$ cat src/rtl/mem_refill_arbiter_pkg.sv
// Shared types and constants for the memory refill arbiter: FSM state encoding,
// default burst and timeout sizes, and the round-robin index helper.
package mem_arb_pkg;

    typedef enum logic [1:0] {
        ST_IDLE    = 2'd0,
        ST_BURST   = 2'd1,
        ST_RELEASE = 2'd2
    } arb_state_e;

    localparam int DEF_BURST_LEN      = 4;
    localparam int DEF_TIMEOUT_CYCLES = 64;
    localparam int DEF_BEAT_CNT_W     = $clog2(DEF_BURST_LEN);
    localparam int DEF_TO_CNT_W       = $clog2(DEF_TIMEOUT_CYCLES + 1);

    // (base + off) mod n, valid for base < n and off <= n
    function automatic int wrap_idx(input int base, input int off, input int n);
        int s;
        s = base + off;
        if (s >= n) begin
            s = s - n;
        end else begin
            s = s + 0;
        end
        return s;
    endfunction

endpackage

$ cat src/rtl/mem_refill_arbiter_if.sv
// Memory-side refill port of the arbiter; master = arbiter, slave = memory.
interface mem_refill_arbiter_if #(
    parameter int ADR_WIDTH  = 32,
    parameter int DATA_WIDTH = 32
);
    logic                  req_arb2mem;
    logic [ADR_WIDTH-1:0]  adr_arb2mem;
    logic                  ack_mem2arb;
    logic [DATA_WIDTH-1:0] dat_mem2arb;

    modport master (
        output req_arb2mem,
        output adr_arb2mem,
        input  ack_mem2arb,
        input  dat_mem2arb
    );

    modport slave (
        input  req_arb2mem,
        input  adr_arb2mem,
        output ack_mem2arb,
        output dat_mem2arb
    );
endinterface

$ cat src/rtl/mem_refill_arbiter_rr_pick.sv
// Combinational round-robin picker: first set request after rr_ptr_i (wrapping),
// returned as one-hot, index and a valid flag.
module mem_arb_rr_pick
    import mem_arb_pkg::*;
#(
    parameter int NUM_REQ = 2
) (
    input  logic [NUM_REQ-1:0]         req_i,
    input  logic [$clog2(NUM_REQ)-1:0] rr_ptr_i,
    output logic [NUM_REQ-1:0]         gnt_oh_o,
    output logic [$clog2(NUM_REQ)-1:0] gnt_idx_o,
    output logic                       vld_o
);
    localparam int IDX_W = $clog2(NUM_REQ);
    localparam logic [NUM_REQ-1:0] ONE_HOT0 = {{(NUM_REQ-1){1'b0}}, 1'b1};

    logic [IDX_W-1:0] cand_s;
    logic             hit_s;

    // scan rr_ptr+1, rr_ptr+2, ... and keep the first requester found
    always_comb begin
        gnt_oh_o  = '0;
        gnt_idx_o = '0;
        vld_o     = 1'b0;
        cand_s    = '0;
        hit_s     = 1'b0;
        for (int k = 1; k <= NUM_REQ; k++) begin
            cand_s    = IDX_W'(wrap_idx(int'(rr_ptr_i), k, NUM_REQ));
            hit_s     = !vld_o && req_i[cand_s];
            gnt_oh_o  = hit_s ? (ONE_HOT0 << cand_s) : gnt_oh_o;
            gnt_idx_o = hit_s ? cand_s : gnt_idx_o;
            vld_o     = vld_o | hit_s;
        end
    end

endmodule

$ cat src/rtl/mem_refill_arbiter.sv
// Round-robin arbiter sharing one memory refill port among NUM_REQ cache controllers.
// Optional burst watchdog enabled by defining MEM_ARB_TIMEOUT_EN.
module mem_refill_arbiter
    import mem_arb_pkg::*;
#(
    parameter int NUM_REQ        = 2,
    parameter int ADR_WIDTH      = 32,
    parameter int DATA_WIDTH     = 32,
    parameter int BURST_LEN      = DEF_BURST_LEN,
    parameter int TIMEOUT_CYCLES = DEF_TIMEOUT_CYCLES
) (
    input  logic                           clk,
    input  logic                           rst_n,
    input  logic [NUM_REQ-1:0]             req_cc2arb,
    input  logic [NUM_REQ*ADR_WIDTH-1:0]   adr_cc2arb,
    output logic [NUM_REQ-1:0]             ack_arb2cc,
    output logic [DATA_WIDTH-1:0]          dat_arb2cc,
    output logic [NUM_REQ-1:0]             err_arb2cc,
    output logic [NUM_REQ-1:0]             gnt_arb,
    mem_refill_arbiter_if.master           mem_if
);
    localparam int IDX_W  = $clog2(NUM_REQ);
    localparam int BEAT_W = $clog2(BURST_LEN);

    arb_state_e             state_q;
    logic [NUM_REQ-1:0]     gnt_q;
    logic                   req_mem_q;
    logic [ADR_WIDTH-1:0]   adr_q;
    logic [BEAT_W-1:0]      beat_cnt_q;
    logic [IDX_W-1:0]       rr_ptr_q;
    logic [IDX_W-1:0]       win_idx_q;

    logic [NUM_REQ-1:0]     pick_oh_s;
    logic [IDX_W-1:0]       pick_idx_s;
    logic                   pick_vld_s;
    logic [ADR_WIDTH-1:0]   adr_pick_s;
    logic                   burst_ack_s;
    logic                   beat_last_s;
    logic                   timeout_s;
    logic                   burst_end_s;

    mem_arb_rr_pick #(
        .NUM_REQ (NUM_REQ)
    ) u_rr_pick (
        .req_i     (req_cc2arb),
        .rr_ptr_i  (rr_ptr_q),
        .gnt_oh_o  (pick_oh_s),
        .gnt_idx_o (pick_idx_s),
        .vld_o     (pick_vld_s)
    );

    assign adr_pick_s  = adr_cc2arb[int'(pick_idx_s)*ADR_WIDTH +: ADR_WIDTH];
    assign burst_ack_s = (state_q == ST_BURST) && mem_if.ack_mem2arb;
    assign beat_last_s = (beat_cnt_q == BEAT_W'(BURST_LEN - 1));
    assign burst_end_s = (burst_ack_s && beat_last_s) || timeout_s;

`ifdef MEM_ARB_TIMEOUT_EN
    localparam int TO_W = $clog2(TIMEOUT_CYCLES + 1);

    logic [TO_W-1:0]    to_cnt_q;
    logic [NUM_REQ-1:0] err_q;

    assign timeout_s = (state_q == ST_BURST) && !mem_if.ack_mem2arb &&
                       (to_cnt_q == TO_W'(TIMEOUT_CYCLES - 1));

    // count ack-less BURST cycles; the abort pulse lands in the RELEASE cycle
    always_ff @(posedge clk or negedge rst_n) begin
        if (!rst_n) begin
            to_cnt_q <= '0;
            err_q    <= '0;
        end else begin
            err_q <= timeout_s ? gnt_q : '0;
            if ((state_q == ST_BURST) && !mem_if.ack_mem2arb && !timeout_s) begin
                to_cnt_q <= to_cnt_q + TO_W'(1);
            end else begin
                to_cnt_q <= '0;
            end
        end
    end

    assign err_arb2cc = err_q;
`else
    assign timeout_s  = 1'b0;
    assign err_arb2cc = '0;
`endif

    // arbitration FSM: grant, address latch, beat count and round-robin pointer
    always_ff @(posedge clk or negedge rst_n) begin
        if (!rst_n) begin
            state_q    <= ST_IDLE;
            gnt_q      <= '0;
            req_mem_q  <= 1'b0;
            adr_q      <= '0;
            beat_cnt_q <= '0;
            rr_ptr_q   <= IDX_W'(NUM_REQ - 1);
            win_idx_q  <= '0;
        end else begin
            case (state_q)
                ST_IDLE: begin
                    if (pick_vld_s) begin
                        state_q    <= ST_BURST;
                        gnt_q      <= pick_oh_s;
                        win_idx_q  <= pick_idx_s;
                        adr_q      <= adr_pick_s;
                        req_mem_q  <= 1'b1;
                        beat_cnt_q <= '0;
                    end else begin
                        state_q <= ST_IDLE;
                    end
                end
                ST_BURST: begin
                    if (burst_end_s) begin
                        state_q    <= ST_RELEASE;
                        gnt_q      <= '0;
                        req_mem_q  <= 1'b0;
                        beat_cnt_q <= '0;
                        rr_ptr_q   <= win_idx_q;
                    end else if (burst_ack_s) begin
                        beat_cnt_q <= beat_cnt_q + BEAT_W'(1);
                    end else begin
                        state_q <= ST_BURST;
                    end
                end
                ST_RELEASE: begin
                    state_q <= ST_IDLE;
                end
                default: begin
                    state_q    <= ST_IDLE;
                    gnt_q      <= '0;
                    req_mem_q  <= 1'b0;
                    beat_cnt_q <= '0;
                end
            endcase
        end
    end

    assign gnt_arb            = gnt_q;
    assign mem_if.req_arb2mem = req_mem_q;
    assign mem_if.adr_arb2mem = adr_q;
    assign ack_arb2cc         = (state_q == ST_BURST) ? (gnt_q & {NUM_REQ{mem_if.ack_mem2arb}}) : '0;
    assign dat_arb2cc         = mem_if.dat_mem2arb;

endmodule

$ cat src/flat_wrapper.sv
// flat-port wrapper written by rule: the top's interface ports become plain ports
module mem_refill_arbiter_flat import mem_arb_pkg::*;
#(
    parameter int NUM_REQ        = 2,
    parameter int ADR_WIDTH      = 32,
    parameter int DATA_WIDTH     = 32,
    parameter int BURST_LEN      = DEF_BURST_LEN,
    parameter int TIMEOUT_CYCLES = DEF_TIMEOUT_CYCLES
)
  (clk, rst_n, req_cc2arb, adr_cc2arb, ack_arb2cc, dat_arb2cc, err_arb2cc, gnt_arb, mem_if_req_arb2mem, mem_if_adr_arb2mem, mem_if_ack_mem2arb, mem_if_dat_mem2arb);
  mem_refill_arbiter_if #(.ADR_WIDTH(ADR_WIDTH), .DATA_WIDTH(DATA_WIDTH)) mem_if_i ();
  input  logic clk;
  input  logic rst_n;
  input  logic [NUM_REQ-1:0] req_cc2arb;
  input  logic [NUM_REQ*ADR_WIDTH-1:0] adr_cc2arb;
  output logic [NUM_REQ-1:0] ack_arb2cc;
  output logic [DATA_WIDTH-1:0] dat_arb2cc;
  output logic [NUM_REQ-1:0] err_arb2cc;
  output logic [NUM_REQ-1:0] gnt_arb;
  output wire logic [$bits(mem_if_i.req_arb2mem)-1:0] mem_if_req_arb2mem;
  output wire logic [$bits(mem_if_i.adr_arb2mem)-1:0] mem_if_adr_arb2mem;
  input wire logic [$bits(mem_if_i.ack_mem2arb)-1:0] mem_if_ack_mem2arb;
  input wire logic [$bits(mem_if_i.dat_mem2arb)-1:0] mem_if_dat_mem2arb;
  assign mem_if_req_arb2mem = mem_if_i.req_arb2mem;
  assign mem_if_adr_arb2mem = mem_if_i.adr_arb2mem;
  assign mem_if_i.ack_mem2arb = mem_if_ack_mem2arb;
  assign mem_if_i.dat_mem2arb = mem_if_dat_mem2arb;
  mem_refill_arbiter #(.NUM_REQ(NUM_REQ), .ADR_WIDTH(ADR_WIDTH), .DATA_WIDTH(DATA_WIDTH), .BURST_LEN(BURST_LEN), .TIMEOUT_CYCLES(TIMEOUT_CYCLES)) u_core (.clk(clk), .rst_n(rst_n), .req_cc2arb(req_cc2arb), .adr_cc2arb(adr_cc2arb), .ack_arb2cc(ack_arb2cc), .dat_arb2cc(dat_arb2cc), .err_arb2cc(err_arb2cc), .gnt_arb(gnt_arb), .mem_if(mem_if_i));
endmodule
$ cat config.mk
export PLATFORM = sky130hd
export DESIGN_NAME = mem_refill_arbiter_flat
export DESIGN_NICKNAME = d
export VERILOG_FILES = /design/src/rtl/mem_refill_arbiter_pkg.sv /design/src/rtl/mem_refill_arbiter_if.sv /design/src/rtl/mem_refill_arbiter_rr_pick.sv /design/src/rtl/mem_refill_arbiter.sv /design/src/flat_wrapper.sv
export SDC_FILE = /design/constraint.sdc
export NUM_CORES = 1
export LEC_CHECK = 0
export CAP_MARGIN = 5
export CORE_MARGIN = 4
export CORE_UTILIZATION = 34
export CTS_CLUSTER_SIZE = 30
export DETAILED_ROUTE_END_ITERATION = 8
export PLACE_DENSITY = 0.81
export REMOVE_ABC_BUFFERS = 1
export SLEW_MARGIN = 30
export SYNTH_ARGS = -nofsm -noshare
export SYNTH_HDL_FRONTEND = slang
export SYNTH_SLANG_ARGS = --single-unit
$ cat constraint.sdc
create_clock -name clk -period 2.01 [get_ports clk]
set_input_delay 0.3015 -clock clk [delete_from_list [all_inputs] [get_ports clk]]
set_output_delay 0.3015 -clock clk [all_outputs]
set_load 0.01 [all_outputs]
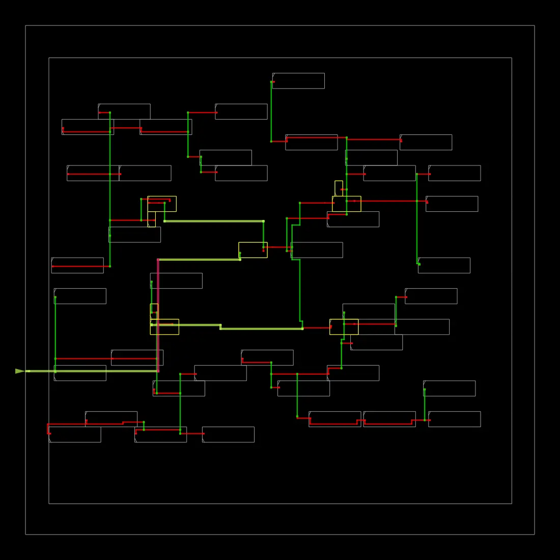
Fig. 1. Clock wiring as the flow saved it (run 1).
worst clock skew: 2.931 ps
clock insertion delay at the later pin of the skew report: 290 ps
Inserted Clock Buffers: 5

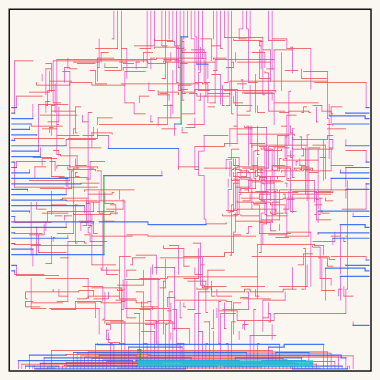
Fig. 2. Wiring by layer (run 1).
(4 px per µm)
red -> met1  # wire length 2920 µm
blue -> met3  # wire length 923 µm
cyan -> met5  # wire length 42.3 µm
green -> met4  # wire length 44.9 µm
magenta -> met2  # wire length 2720 µm

==> results_tabular.tex, run 1 <==
% Synthesis and place-and-route results
\begin{tabular}{lr}
\hline
Metric & Value \\
\hline
\multicolumn{2}{l}{\textbf{GRT}} \\
\quad Most used routing layer in global routing & met2 \\
\quad Total global routing track utilization & 16.37\% \\
\quad First-pass GRT wire length & 10320 µm \\
\quad Largest net degree at the start of global routing & 25 \\
\multicolumn{2}{l}{\textbf{Status}} \\
\quad Result of the run & finished, final reports clean \\
\multicolumn{2}{l}{\textbf{Worst setup path}} \\
\quad Category of the critical setup timing path & reg -> out \\
\quad Critical Path AT & 1560 ps \\
\quad Setup crit start & u\_core.state\_q[0]\$\_DFFE\_PN0P\_ \\
\quad Last element of the critical path & ack\_arb2cc[0] \\
\multicolumn{2}{l}{\textbf{Worst hold path}} \\
\quad Hold Crit Class & in -> async \\
\multicolumn{2}{l}{\textbf{Yosys}} \\
\quad Post-Synth XOR/XNOR Area & 0\% \\
\quad Synthesis Warnings & 0 \\
\quad Top logic cell family in the synthesized netlist & multiplexers \\
\quad Post-synth area from yosys stat & around 2300 µm² \\
\multicolumn{2}{l}{\textbf{Flow run}} \\
\quad Number of warnings in the stage logs & 25 \\
\multicolumn{2}{l}{\textbf{Route}} \\
\quad Average vias per placed instance & around 5 \\
\quad Initial DRC Count & 17 \\
\multicolumn{2}{l}{\textbf{Clocking}} \\
\quad Number of sinks driven by the clock tree & a little over 40 \\
\quad CTS Hold Bufs & 0 \\
\multicolumn{2}{l}{\textbf{Power}} \\
\quad Power density of the placed cells & roughly 1200 nW/µm² \\
\quad Clock group share of total power & 12.8\% \\
\quad Proportion of total power due to net switching & 30.56\% \\
\multicolumn{2}{l}{\textbf{Layout}} \\
\quad Invs w/o clock & 2 \\
\quad Final-stage net count & around 370 \\
\quad Cell class with the largest area share & non-clock buffers \\
\quad Top Layout Cells & sky130\_fd\_sc\_hd\_\_clkdlybuf4s50\_1, sky130\_fd\_sc\_hd\_\_mux2\_2, sky130\_fd\_sc\_hd\_\_dfrtp\_1 \\
\quad Number of standard cells in the final layout excluding fillers & 344 \\
\multicolumn{2}{l}{\textbf{Placement}} \\
\quad Post-DP Area & 3276 µm² \\
\quad Setup slack at placement & -3.177 ps \\
\multicolumn{2}{l}{\textbf{Timing}} \\
\quad Final hold slack & slightly above 3 ps \\
\quad Max Freq & 538.5 MHz \\
\multicolumn{2}{l}{\textbf{Floorplan}} \\
\quad Count of standard-cell rows & 29 \\
\hline
\end{tabular}
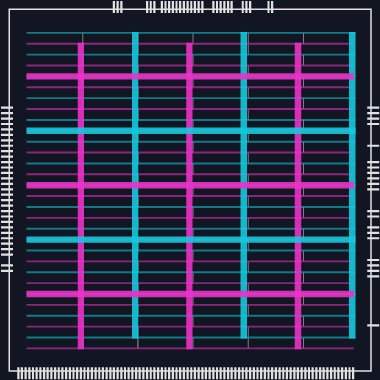
Fig. 3. Floorplan with the power grid (run 1).
(4 px per µm) Pins as bars on the die edge. Tap cells in gray.
cyan -> VDD
magenta -> VSS
met5 straps = 5
met1 rails = 30
tap cells = 77

--- run 2 (diff from run 1) ---
--- a/config.mk
+++ b/config.mk
@@ -12,7 +12,6 @@
 export DETAILED_ROUTE_END_ITERATION = 8
 export PLACE_DENSITY = 0.81
 export REMOVE_ABC_BUFFERS = 1
-export SLEW_MARGIN = 30
 export SYNTH_ARGS = -nofsm -noshare
 export SYNTH_HDL_FRONTEND = slang
 export SYNTH_SLANG_ARGS = --single-unit
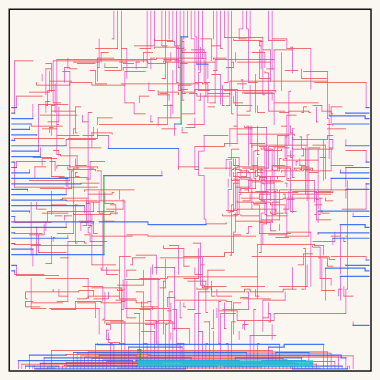
Fig. 4. Wiring by layer (run 2).
(4 px per µm)
blue -> met3  # wire length 923 µm
red -> met1  # wire length 2920 µm
magenta -> met2  # wire length 2720 µm
green -> met4  # wire length 44.9 µm
cyan -> met5  # wire length 42.3 µm
detailed-route via count: 1719
Routed WL per cell: 19.35 µm
total global routing track utilization: 16.37%

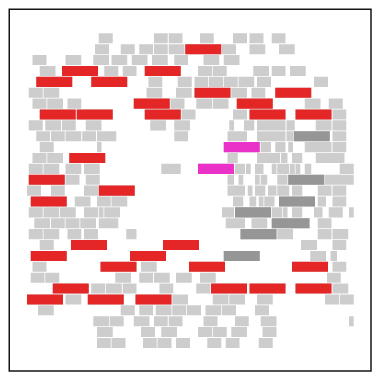
Fig. 5. Register map, names as in the netlist (run 2).
(4 px per µm)
red -> u_core.mem_if.adr_arb2mem  # sequential cells 32
magenta -> u_core.beat_cnt_q  # sequential cells 2
area taken by flip-flops and latches: 1027 µm²
fraction of standard cell area that is sequential: 30.59%

==> results_tabular.tex, run 2 <==
% Synthesis and place-and-route results
\begin{tabular}{lr}
\hline
Metric & Value \\
\hline
\multicolumn{2}{l}{\textbf{Clocking}} \\
\quad Number of sinks driven by the clock tree & 41 (unchanged) \\
\quad CTS Hold Bufs & 0 (unchanged) \\
\quad Inserted Clock Buffers & 5 (unchanged) \\
\multicolumn{2}{l}{\textbf{Floorplan}} \\
\quad Count of standard-cell rows & 29 (unchanged) \\
\multicolumn{2}{l}{\textbf{Worst setup path}} \\
\quad Category of the critical setup timing path & reg -> out (unchanged) \\
\quad Setup crit start & u\_core.state\_q[0]\$\_DFFE\_PN0P\_ (unchanged) \\
\quad Critical Path AT & 1560 ps (about the same) \\
\multicolumn{2}{l}{\textbf{Placement}} \\
\quad Setup slack at placement & -3.177 ps (unchanged) \\
\multicolumn{2}{l}{\textbf{Power}} \\
\quad Proportion of total power due to net switching & 30.56\% (unchanged) \\
\quad Clock group share of total power & 12.8\% (about the same) \\
\multicolumn{2}{l}{\textbf{Route}} \\
\quad Average vias per placed instance & 4.997 (unchanged) \\
\quad Initial DRC Count & 17 (unchanged) \\
\multicolumn{2}{l}{\textbf{GRT}} \\
\quad Most used routing layer in global routing & met2 (unchanged) \\
\multicolumn{2}{l}{\textbf{Layout}} \\
\quad Number of standard cells in the final layout excluding fillers & 344 (unchanged) \\
\quad Invs w/o clock & 2 (unchanged) \\
\quad Cell class with the largest area share & non-clock buffers (unchanged) \\
\multicolumn{2}{l}{\textbf{Timing}} \\
\quad Max Freq & 538.5 MHz (unchanged) \\
\quad Worst clock skew & 2.931 ps (unchanged) \\
\multicolumn{2}{l}{\textbf{Yosys}} \\
\quad Post-Synth XOR/XNOR Area & 0\% (unchanged) \\
\quad Synthesis Warnings & 0 (unchanged) \\
\quad Top logic cell family in the synthesized netlist & multiplexers (unchanged) \\
\multicolumn{2}{l}{\textbf{Status}} \\
\quad Result of the run & finished, final reports clean (unchanged) \\
\hline
\end{tabular}
Power is estimated from default activity; no workload was simulated.
